`config.mk`:
```
export PLATFORM = sky130hd
export DESIGN_NAME = game_sequencer
export DESIGN_NICKNAME = d
export VERILOG_FILES = /design/src/rtl/game_pkg.sv /design/src/rtl/rise_detect.sv /design/src/rtl/game_sequencer.sv
export SDC_FILE = /design/constraint.sdc
export NUM_CORES = 1
export LEC_CHECK = 0
export ABC_AREA = 1
export CAP_MARGIN = 0
export CORE_MARGIN = 1.5
export CORE_UTILIZATION = 35
export DETAILED_ROUTE_END_ITERATION = 16
export GPL_TIMING_DRIVEN = 0
export PLACE_DENSITY = 0.68
export SKIP_CTS_REPAIR_TIMING = 1
export SYNTH_ARGS = -nofsm -noshare
export SYNTH_HDL_FRONTEND = slang
export SYNTH_SLANG_ARGS = --single-unit
```
`constraint.sdc`:
```
create_clock -name clk -period 2.2 [get_ports clk]
set_clock_uncertainty 0.1 [all_clocks]
set_input_delay 0.44 -clock clk [delete_from_list [all_inputs] [get_ports clk]]
set_output_delay 0.44 -clock clk [all_outputs]
set_load 0.05 [all_outputs]
```
`src/rtl/game_pkg.sv`:
```
// rtl/game_pkg.sv - shared state encoding and game constants for the Mastermind sequencer
package game_pkg;

  typedef enum logic [2:0] {
    ST_IDLE  = 3'd0,
    ST_LATCH = 3'd1,
    ST_GUESS = 3'd2,
    ST_SCORE = 3'd3,
    ST_WRITE = 3'd4,
    ST_WIN   = 3'd5,
    ST_LOSE  = 3'd6
  } state_e;

  localparam int PEGS      = 4;
  localparam int COLOR_W   = 3;
  localparam int MAX_TURNS = 8;
  localparam int ALL_EXACT = 4;
  localparam int END_HOLD  = 5;

endpackage

```
`src/rtl/rise_detect.sv`:
```
// rtl/rise_detect.sv - one-cycle pulse on the rising edge of a debounced button level
module rise_detect (
  input  logic clk,
  input  logic reset,
  input  logic level,
  output logic pulse
);

  logic level_q;

  always_ff @(posedge clk) begin
    if (reset) begin
      level_q <= 1'b0;
    end else begin
      level_q <= level;
    end
  end

  assign pulse = level & ~level_q;

endmodule

```
`src/rtl/game_sequencer.sv`:
```
// rtl/game_sequencer.sv - Mastermind game-flow FSM: code latch, submit/score handshake,
// history write, win/lose detection and timed end-of-game hold.
module game_sequencer #(
  parameter int MAX_TURNS = game_pkg::MAX_TURNS,
  parameter int COLOR_W   = game_pkg::COLOR_W,
  parameter int END_HOLD  = game_pkg::END_HOLD
) (
  input  logic                                   clk,
  input  logic                                   reset,
  input  logic                                   sec_tick,
  input  logic                                   btn_select,
  input  logic                                   mode_sw,
  input  logic [game_pkg::PEGS*COLOR_W-1:0]      code_in,
  input  logic [game_pkg::PEGS*COLOR_W-1:0]      guess_in,
  input  logic                                   score_valid,
  input  logic [2:0]                             exact_cnt,
  input  logic [2:0]                             partial_cnt,
  output logic [game_pkg::PEGS*COLOR_W-1:0]      code_latched,
  output logic                                   score_req,
  output logic [game_pkg::PEGS*COLOR_W-1:0]      score_guess,
  output logic                                   hist_we,
  output logic [2:0]                             hist_addr,
  output logic [game_pkg::PEGS*COLOR_W+5:0]      hist_data,
  output logic [3:0]                             turn_count,
  output logic                                   guess_enable,
  output logic                                   win,
  output logic                                   lose,
  output logic                                   game_over
);

  import game_pkg::*;

  localparam int CODE_W = PEGS * COLOR_W;
  localparam int HOLD_W = (END_HOLD < 2) ? 1 : $clog2(END_HOLD + 1);
  localparam logic [HOLD_W-1:0] HOLD_LAST = HOLD_W'(END_HOLD - 1);

  state_e              state_q;
  logic [CODE_W-1:0]   code_q;
  logic [CODE_W-1:0]   guess_q;
  logic [2:0]          exact_q;
  logic [2:0]          partial_q;
  logic [3:0]          turn_q;
  logic [2:0]          addr_q;
  logic                req_q;
  logic                we_q;
  logic                ge_q;
  logic                win_q;
  logic                lose_q;
  logic                over_q;
  logic [HOLD_W-1:0]   hold_q;
  logic [HOLD_W-1:0]   hold_d;
  logic [3:0]          turn_d;
  logic                sel_rise;
  logic                end_exit;

  rise_detect u_sel_rise (
    .clk   (clk),
    .reset (reset),
    .level (btn_select),
    .pulse (sel_rise)
  );

  assign hold_d   = hold_q + (sec_tick ? HOLD_W'(1) : HOLD_W'(0));
  // A tick and a skip press landing together still produce a single exit.
  assign end_exit = sel_rise | (sec_tick & (hold_q == HOLD_LAST));
  assign turn_d   = turn_q + 4'd1;

  always_ff @(posedge clk) begin
    if (reset) begin
      state_q   <= ST_IDLE;
      code_q    <= '0;
      guess_q   <= '0;
      exact_q   <= '0;
      partial_q <= '0;
      turn_q    <= '0;
      addr_q    <= '0;
      req_q     <= 1'b0;
      we_q      <= 1'b0;
      ge_q      <= 1'b0;
      win_q     <= 1'b0;
      lose_q    <= 1'b0;
      over_q    <= 1'b0;
      hold_q    <= '0;
    end else begin
      we_q   <= 1'b0;
      over_q <= 1'b0;
      case (state_q)
        ST_IDLE: begin
          if (sel_rise) state_q <= ST_LATCH;
        end
        ST_LATCH: begin
          code_q  <= code_in;
          turn_q  <= '0;
          ge_q    <= ~mode_sw;
          state_q <= ST_GUESS;
        end
        ST_GUESS: begin
          ge_q <= ~mode_sw;
          if (sel_rise && !mode_sw) begin
            guess_q <= guess_in;
            req_q   <= 1'b1;
            ge_q    <= 1'b0;
            state_q <= ST_SCORE;
          end
        end
        ST_SCORE: begin
          if (score_valid) begin
            exact_q   <= exact_cnt;
            partial_q <= partial_cnt;
            req_q     <= 1'b0;
            we_q      <= 1'b1;
            addr_q    <= turn_q[2:0];
            state_q   <= ST_WRITE;
          end
        end
        ST_WRITE: begin
          turn_q <= turn_d;
          if (exact_q == 3'(ALL_EXACT)) begin
            win_q   <= 1'b1;
            state_q <= ST_WIN;
          end else if (turn_d == 4'(MAX_TURNS)) begin
            lose_q  <= 1'b1;
            state_q <= ST_LOSE;
          end else begin
            ge_q    <= ~mode_sw;
            state_q <= ST_GUESS;
          end
        end
        ST_WIN, ST_LOSE: begin
          if (end_exit) begin
            over_q  <= 1'b1;
            hold_q  <= '0;
            win_q   <= 1'b0;
            lose_q  <= 1'b0;
            state_q <= ST_IDLE;
          end else begin
            hold_q <= hold_d;
          end
        end
        default: state_q <= ST_IDLE;
      endcase
    end
  end

  assign code_latched = code_q;
  assign score_req    = req_q;
  assign score_guess  = guess_q;
  assign hist_we      = we_q;
  assign hist_addr    = addr_q;
  assign hist_data    = {guess_q, exact_q, partial_q};
  assign turn_count   = turn_q;
  assign guess_enable = ge_q;
  assign win          = win_q;
  assign lose         = lose_q;
  assign game_over    = over_q;

endmodule
```
Run 1, signal wires by layer:
The bar under the picture is 20 µm long.
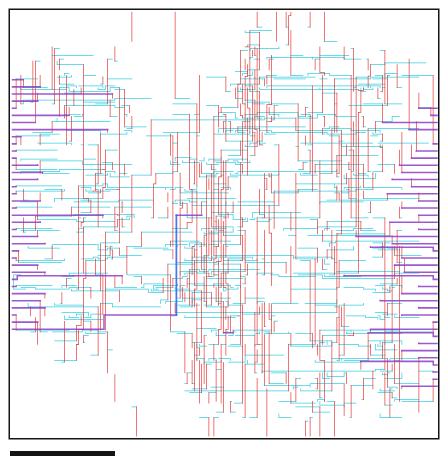
Key: red = met2 [wire length 2330 µm]; blue = met4 [wire length 19.0 µm]; purple = met3 [wire length 489 µm]; cyan = met1 [wire length 2570 µm]
per-cell routed wire length: 11.65 µm
drt total wl: 5404 µm

Run 1, pin map:
Pins as bars across the die edge, other pins in gray.
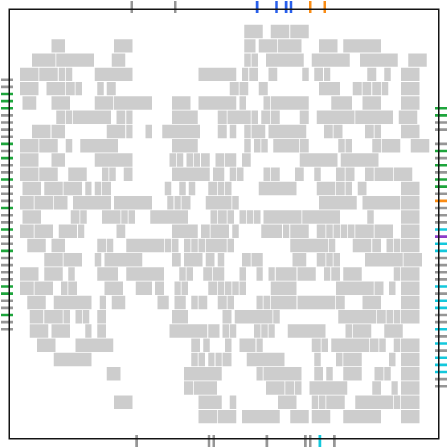
Key: orange = `hist_addr` [pins 3, direction output, edge 2 top, 1 right]; green = `hist_data` [pins 18, direction output, edge 12 left, 6 right]; cyan = `code_latched` [pins 12, direction output, edge 11 right, 1 bottom]; blue = `turn_count` [pins 4, direction output, edge top]; purple = `reset` [pins 1, direction input, edge right]
All pins by edge: 39 right, 36 left, 8 bottom, 8 top.
die height: 81.64 µm
Die X: 81.64 µm
IO buf count: 90

Run 1, register map, names as in the netlist:
Other sequential cells in the stronger gray, the rest of the logic in the fainter gray.
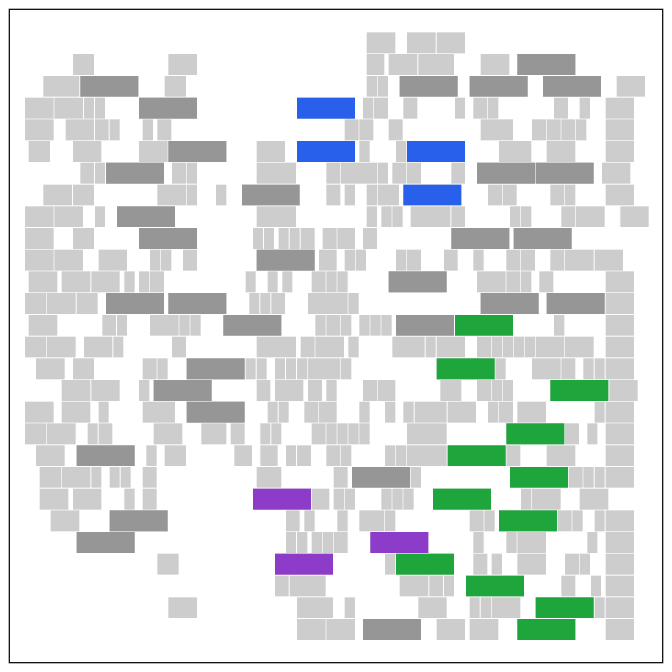
Key: purple = `hold_q` [sequential cells 3]; blue = `turn_count` [sequential cells 4, where top middle]; green = `code_latched` [sequential cells 12]
footprint of the flip-flops and latches: 1001 µm²
share of the core filled with cells: 0.5490
sequential cell power: 1.09 mW

==> results.toml, run 1 <==
# synthesis and place-and-route metrics
[layout]
drive_above_1_share = 0.1105
antenna_cells = 0
area.growth.synth_to_final_pct = 51.04
final_cells = 464
finalNetCount = 427

[final_timing]
rsz_0062_raised_after_global_routing = "no"
tns_ps = 0
hold_violations = 0
post-route-min-period_ps = 2127
setup_slack_ps = 72.72
maxClockFrequency_mhz = 470.1
final-setup-viol-count = 0
worst_slew_margin_rel = 0.6465
final_min_period_over_clock_period = 0.9669
slew_violations = 0
finalHoldWorstSlack_ps = 362.1

[yosys]
fp_nets = 330
tally_of_unique_sky130hd_cells_used_after_synthesis = 24
yosys_area_um2 = 2165
syn_inst = 291
synthesis.area_um2 = 2165
topCellsByArea = "dfxtp_1 (46%), nand2_1 (11%), nor2_1 (8.3%)"
synth_flop_count = 50
yosysWarningCount = 0
ys_cells = 291
syn_area_per_cell_um2 = 7.438
synth_top_cell_by_area = "dfxtp_1"

[floorplan]
core-area_um2 = 5956
chip_area_um2 = 6665
ioPinCount = 91
rows = 28
core_util_floorplan = 0.3634

[route]
detailroute.via_count = 2109
wl_met2_um = 2326
drcViolationCount = 0
post_detailed_route_via_to_cell_ratio = 4.545
drtIter0Drc = 62
drt.antenna.violating_nets = 0
dr_wl_met3_um = 488

[global_route]
antenna_found_initial = 0
largest_net_degree_at_the_start_of_global_routing = 16
groute.usage.overall = 0.1680
total_grt_overflow = 0
grt_first_pass_wirelength_um = 8783

[placed_design]
worst_slack_at_placement_ps = 56.98
finalWeightedCongestion = 0.7895
place.detailed.instances = 456
dpl-instance-area_um2 = 3159

[flow_run]
max_cap_viols = 0

[setup_path]
critical_path.endpoint_type = "primary output"
setup.worst_path.start_class = "flip-flop"
timing.setup.critical_path_class = "reg2out"
critPathRequiredTime_ps = 1660
cp.buffers_inverters = 2
crit_arrival_ps = 1590
regToRegEndpoint = "code_latched[5]"
critical_path_cell_count = 2
worstSetupStartpoint = "score_guess[7]"
crit_path_slowest_cell = "clkdlybuf4s50_1"
worst_reg2reg_setup_slack_ps = 700
regToRegStartpoint = "state_q[2]"
crit_path_end = "score_guess[7]"
reg2reg_depth = 7
crit_fanout = 3

[pwr]
pwr-share-comb = 0.438
p_clk_frac = 0.194
total_switching_power_mw = 1.207
p_per_area_nw_per_um2 = 909.5
power.static_leakage_nw = 1.372
power.ir.vdd_worst_mv = 0.4699
power_switching_share = 0.4059
power.sequential.fraction = 0.368
power.internal_mw = 1.767

[hold_path]
holdCritPathClass = "reg2reg"
min_path_cells = 2
whs_endpoint = "partial_q[2]"
hold_path.startpoint = "partial_q[2]"

[clock_network]
cts.htree.levels = 2
cts-buffers-inserted = 5
clk_transition_reported_paths_ps = 90
clock.latency.late_pin_ps = 290
cts-root-to-sink-buffers = 2
tritoncts_clock_tree = "done"

[status]
status = "finished clean"
run 1: cells in the mapped netlist, drive strengths merged:
cell	count
a211oi	1
a21oi	29
buf	22
clkbuf	3
dfxtp	50
ha	3
inv	16
nand2	69
nand3	23
nand4	3
nor2	52
nor3	2
o21ai	17
xor2	1
run 1: power by group through the flow:
stage / sequential (mW) / clock, mW / combinational, mW
floorplan: 1.41 / 0 / 0.619
global placement: 1.11 / 0 / 1.30
detailed placement: 1.11 / 0 / 1.31
CTS: 1.09 / 0.606 / 1.31
global route: 1.11 / 0.640 / 1.42
finish: 1.09 / 0.577 / 1.30
run 1: cell type report:
class / count / area, µm²
Multi-Input combinational cell: 200 / 923.4
Buffer: 25 / 180.2
Sequential cell: 50 / 1001
Fill cell: 579 / 2686
Clock inverter: 1 / 8.758
Tap cell: 75 / 93.84
Timing Repair Buffer: 90 / 905.9
Inverter: 16 / 60.06
Clock buffer: 7 / 96.34
run 1: cells in the final DEF, fill, tap and decap left out, types with 4 or more instances in the layout:
cell / count
a21oi_1: 28
buf_4: 14
buf_6: 4
clkbuf_8: 7
clkdlybuf4s50_1: 88
dfxtp_1: 50
inv_1: 12
inv_2: 4
nand2_1: 66
nand3_1: 21
nor2_1: 48
o21ai_0: 17
run 1: cells by family after synthesis:
kind of cell,after synthesis,share of synthesized area
buffers and inverters,41,0.1110
AND/OR/NAND/NOR,149,0.2936
flip-flops,50,0.4624
XOR/XNOR,1,0.004047
adder cells (fa/ha/maj),3,0.01734
AND-OR/OR-AND,47,0.1116
run 1: per-layer routing:
layer | up-vias | global-route usage
met3 | 2 | 0.05556
met1 | 911 | 0.2121
li1 | 1119 | -
met4 | 0 | 0.03559
met5 | - | 0
met2 | 77 | 0.2793
Run 1, congestion heat map:
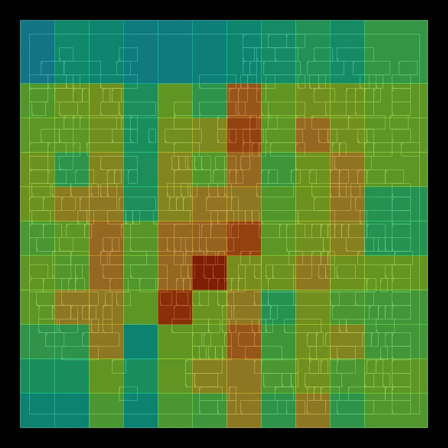

==> inputs of run 2 (changes only) <==
--- a/config.mk
+++ b/config.mk
@@ -6,12 +6,13 @@
 export NUM_CORES = 1
 export LEC_CHECK = 0
 export ABC_AREA = 1
-export CAP_MARGIN = 0
+export CELL_PAD_IN_SITES_DETAIL_PLACEMENT = 1
+export CELL_PAD_IN_SITES_GLOBAL_PLACEMENT = 1
 export CORE_MARGIN = 1.5
-export CORE_UTILIZATION = 35
+export CORE_UTILIZATION = 31
 export DETAILED_ROUTE_END_ITERATION = 16
 export GPL_TIMING_DRIVEN = 0
-export PLACE_DENSITY = 0.68
+export PLACE_DENSITY_LB_ADDON = 0.1
 export SKIP_CTS_REPAIR_TIMING = 1
 export SYNTH_ARGS = -nofsm -noshare
 export SYNTH_HDL_FRONTEND = slang
Run 2, congestion heat map:
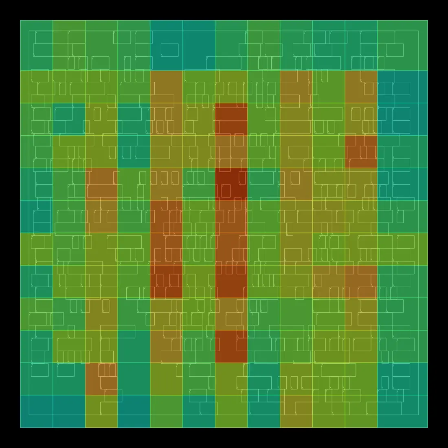
share of the core filled with cells: 0.4811
busiest layer in global routing: met2
met3 demand-to-capacity share in global routing: 0.04762

==> results.toml, run 2 <==
# synthesis and place-and-route metrics
[status]
status = "finished clean"

[hold_path]
holdCritPathClass = "reg2reg"
min_path_cells = 2

[placed_design]
finalWeightedCongestion = 0.7389
worst_slack_at_placement_ps = 3.245
buffer_ports.inserted = 90

[yosys]
mux_share_of_post_synthesis_cell_area = 0
synth_top_cell_by_area = "dfxtp_1"
synth.cellmix.xorXnorShare = 0.004046
post_synth_most_frequent_cells = "nand2_1 (66), dfxtp_1 (50), nor2_1 (48), a21oi_1 (28), nand3_1 (21)"
synthesis.area_um2 = 2165
ys_sh_aoi = 0.1116
syn_area_per_cell_um2 = 7.438
yosysWarningCount = 0
synth_flop_count = 50
enable_flop_cells = 0
tally_of_unique_sky130hd_cells_used_after_synthesis = 24
synth.cellmix.simpleShare = 0.2936
fp_nets = 330
ys_cells = 291
yosys-dominant-comb-family = "simple AND/OR/NAND/NOR gates"
ys_dominant_reg_cell = "dfxtp_1"
fa_ha_maj_cells_area_fraction = 0.01734
postSynth.asyncResetShare = 0
top_cell = "nand2_1"
topCellsByArea = "dfxtp_1 (46%), nand2_1 (11%), nor2_1 (8.3%)"

[floorplan]
die_width_um = 86.56
die_h_um = 86.56
chip_area_um2 = 7493
core-area_um2 = 6756

[final_timing]
setup_slack_ps = 80.85
tns_ps = 0
final-setup-viol-count = 0
final_min_period_over_clock_period = 0.9632
maxClockFrequency_mhz = 471.9
finalHoldWorstSlack_ps = 359.0
hold_violations = 0
worst_slew_margin_rel = 0.6143
slew_violations = 0

[setup_path]
cp.buffers_inverters = 1
regToRegEndpoint = "code_latched[10]"
reg2reg_depth = 7
worstSetupStartpoint = "turn_count[2]"
timing.setup.critical_path_class = "reg2out"
crit_path_slowest_cell = "clkdlybuf4s50_1"
critPathRequiredTime_ps = 1660
crit_fanout = 6
regToRegStartpoint = "state_q[2]"
crit_path_end = "turn_count[2]"
critical_path.endpoint_type = "primary output"
crit_arrival_ps = 1580
setup.worst_path.start_class = "flip-flop"

[layout]
area.growth.synth_to_final_pct = 50.17
antenna_cells = 0
finalNetCount = 427
area.sequential_um2 = 1001
layout_top_cells = "clkdlybuf4s50_1 (88), nand2_1 (66), dfxtp_1 (50), nor2_1 (48), a21oi_1 (28)"
final_cells = 468
layout.area.comb_um2 = 923.4
lay_top_count = "clkdlybuf4s50_1"
fill_cells = 847
drive_above_1_share = 0.1057

[clock_network]
tritoncts_clock_tree = "done"
cts-root-to-sink-buffers = 2
root_buffer = "clkbuf_8"
cts.htree.levels = 2
cts-buffers-inserted = 5
clk_transition_reported_paths_ps = 90
clock.latency.late_pin_ps = 300

[global_route]
grt_first_pass_wirelength_um = 9887
total_grt_overflow = 0
groute.usage.overall = 0.1677

[route]
avgRoutedWirePerCell_um = 13.19
post_detailed_route_via_to_cell_ratio = 4.662
drt.antenna.violating_nets = 0
detailroute.via_count = 2182
drcViolationCount = 0
drtIter0Drc = 51
drt-total-wl_um = 6171

[pwr]
power.ir.vdd_worst_mv = 0.3457

[flow_run]
max_cap_viols = 0
Run 2, signal wires by layer:
The bar under the picture is 20 µm long.
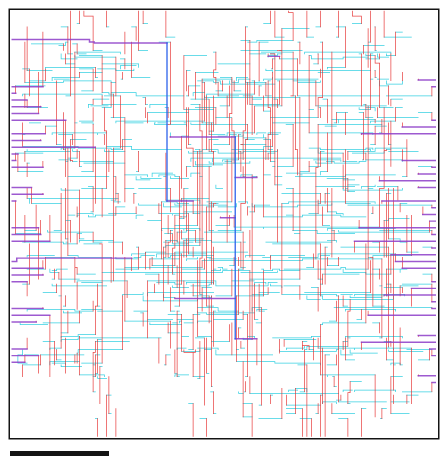
Key: red = met2 [wire length 2830 µm]; blue = met4 [wire length 72.8 µm]; cyan = met1 [wire length 2850 µm]; purple = met3 [wire length 424 µm]

[run 2: cell counts after synthesis]
No cell type changed its count.
[run 2: kinds of logic after synthesis]
family,count (synthesis)
AND-OR/OR-AND,47
XOR/XNOR,1
adder cells (fa/ha/maj),3
buffers and inverters,41
flip-flops,50
AND/OR/NAND/NOR,149
[run 2: final cells by class]
cell class	instances	share of cell area
Buffer	25	0.05543
Clock buffer	6	0.02232
Multi-Input combinational cell	200	0.2841
Tap cell	80	0.03079
Clock inverter	1	0.002309
Timing Repair Buffer	90	0.2787
Inverter	16	0.01848
Sequential cell	50	0.3079
[run 2: per-stage QoR]
step           utilization  instance area, µm²
2_1_floorplan            -                2165
3_3_place_gp        0.4685                3166
3_5_place_dp        0.4685                3166
4_1_cts             0.4804                3246
5_1_grt             0.4811                3251
6_report            0.4811                3251
[run 2: worst min-delay path by stage]
| stage | start | end | slack (ps) |
|---|---|---|---|
| after CTS | partial_q[0] | partial_q[0] | 360 |
| after global placement | partial_q[0] | partial_q[0] | 350 |
| after detailed placement | partial_q[0] | partial_q[0] | 350 |
| after floorplan | hold_q[0] | hold_q[0] | 360 |
| final | partial_q[0] | partial_q[0] | 360 |
| after global routing | partial_q[0] | partial_q[0] | 380 |
[run 2: layer usage]
metal,track usage,up-vias,part of all wire,routed length (µm)
li1,-,1114,-,-
met1,0.2066,992,0.46,2849
met2,0.2855,69,0.46,2825
met3,0.04762,7,0.069,423
met4,0.04839,0,0.012,72
met5,0,-,0,0
[run 2: where the power goes]
| part | switching, mW | internal [mW] |
|---|---|---|
| clock | 0.302 | 0.219 |
| sequential | 0.0766 | 1.02 |
| combinational | 0.868 | 0.460 |
Power and IR drop assume default switching activity.
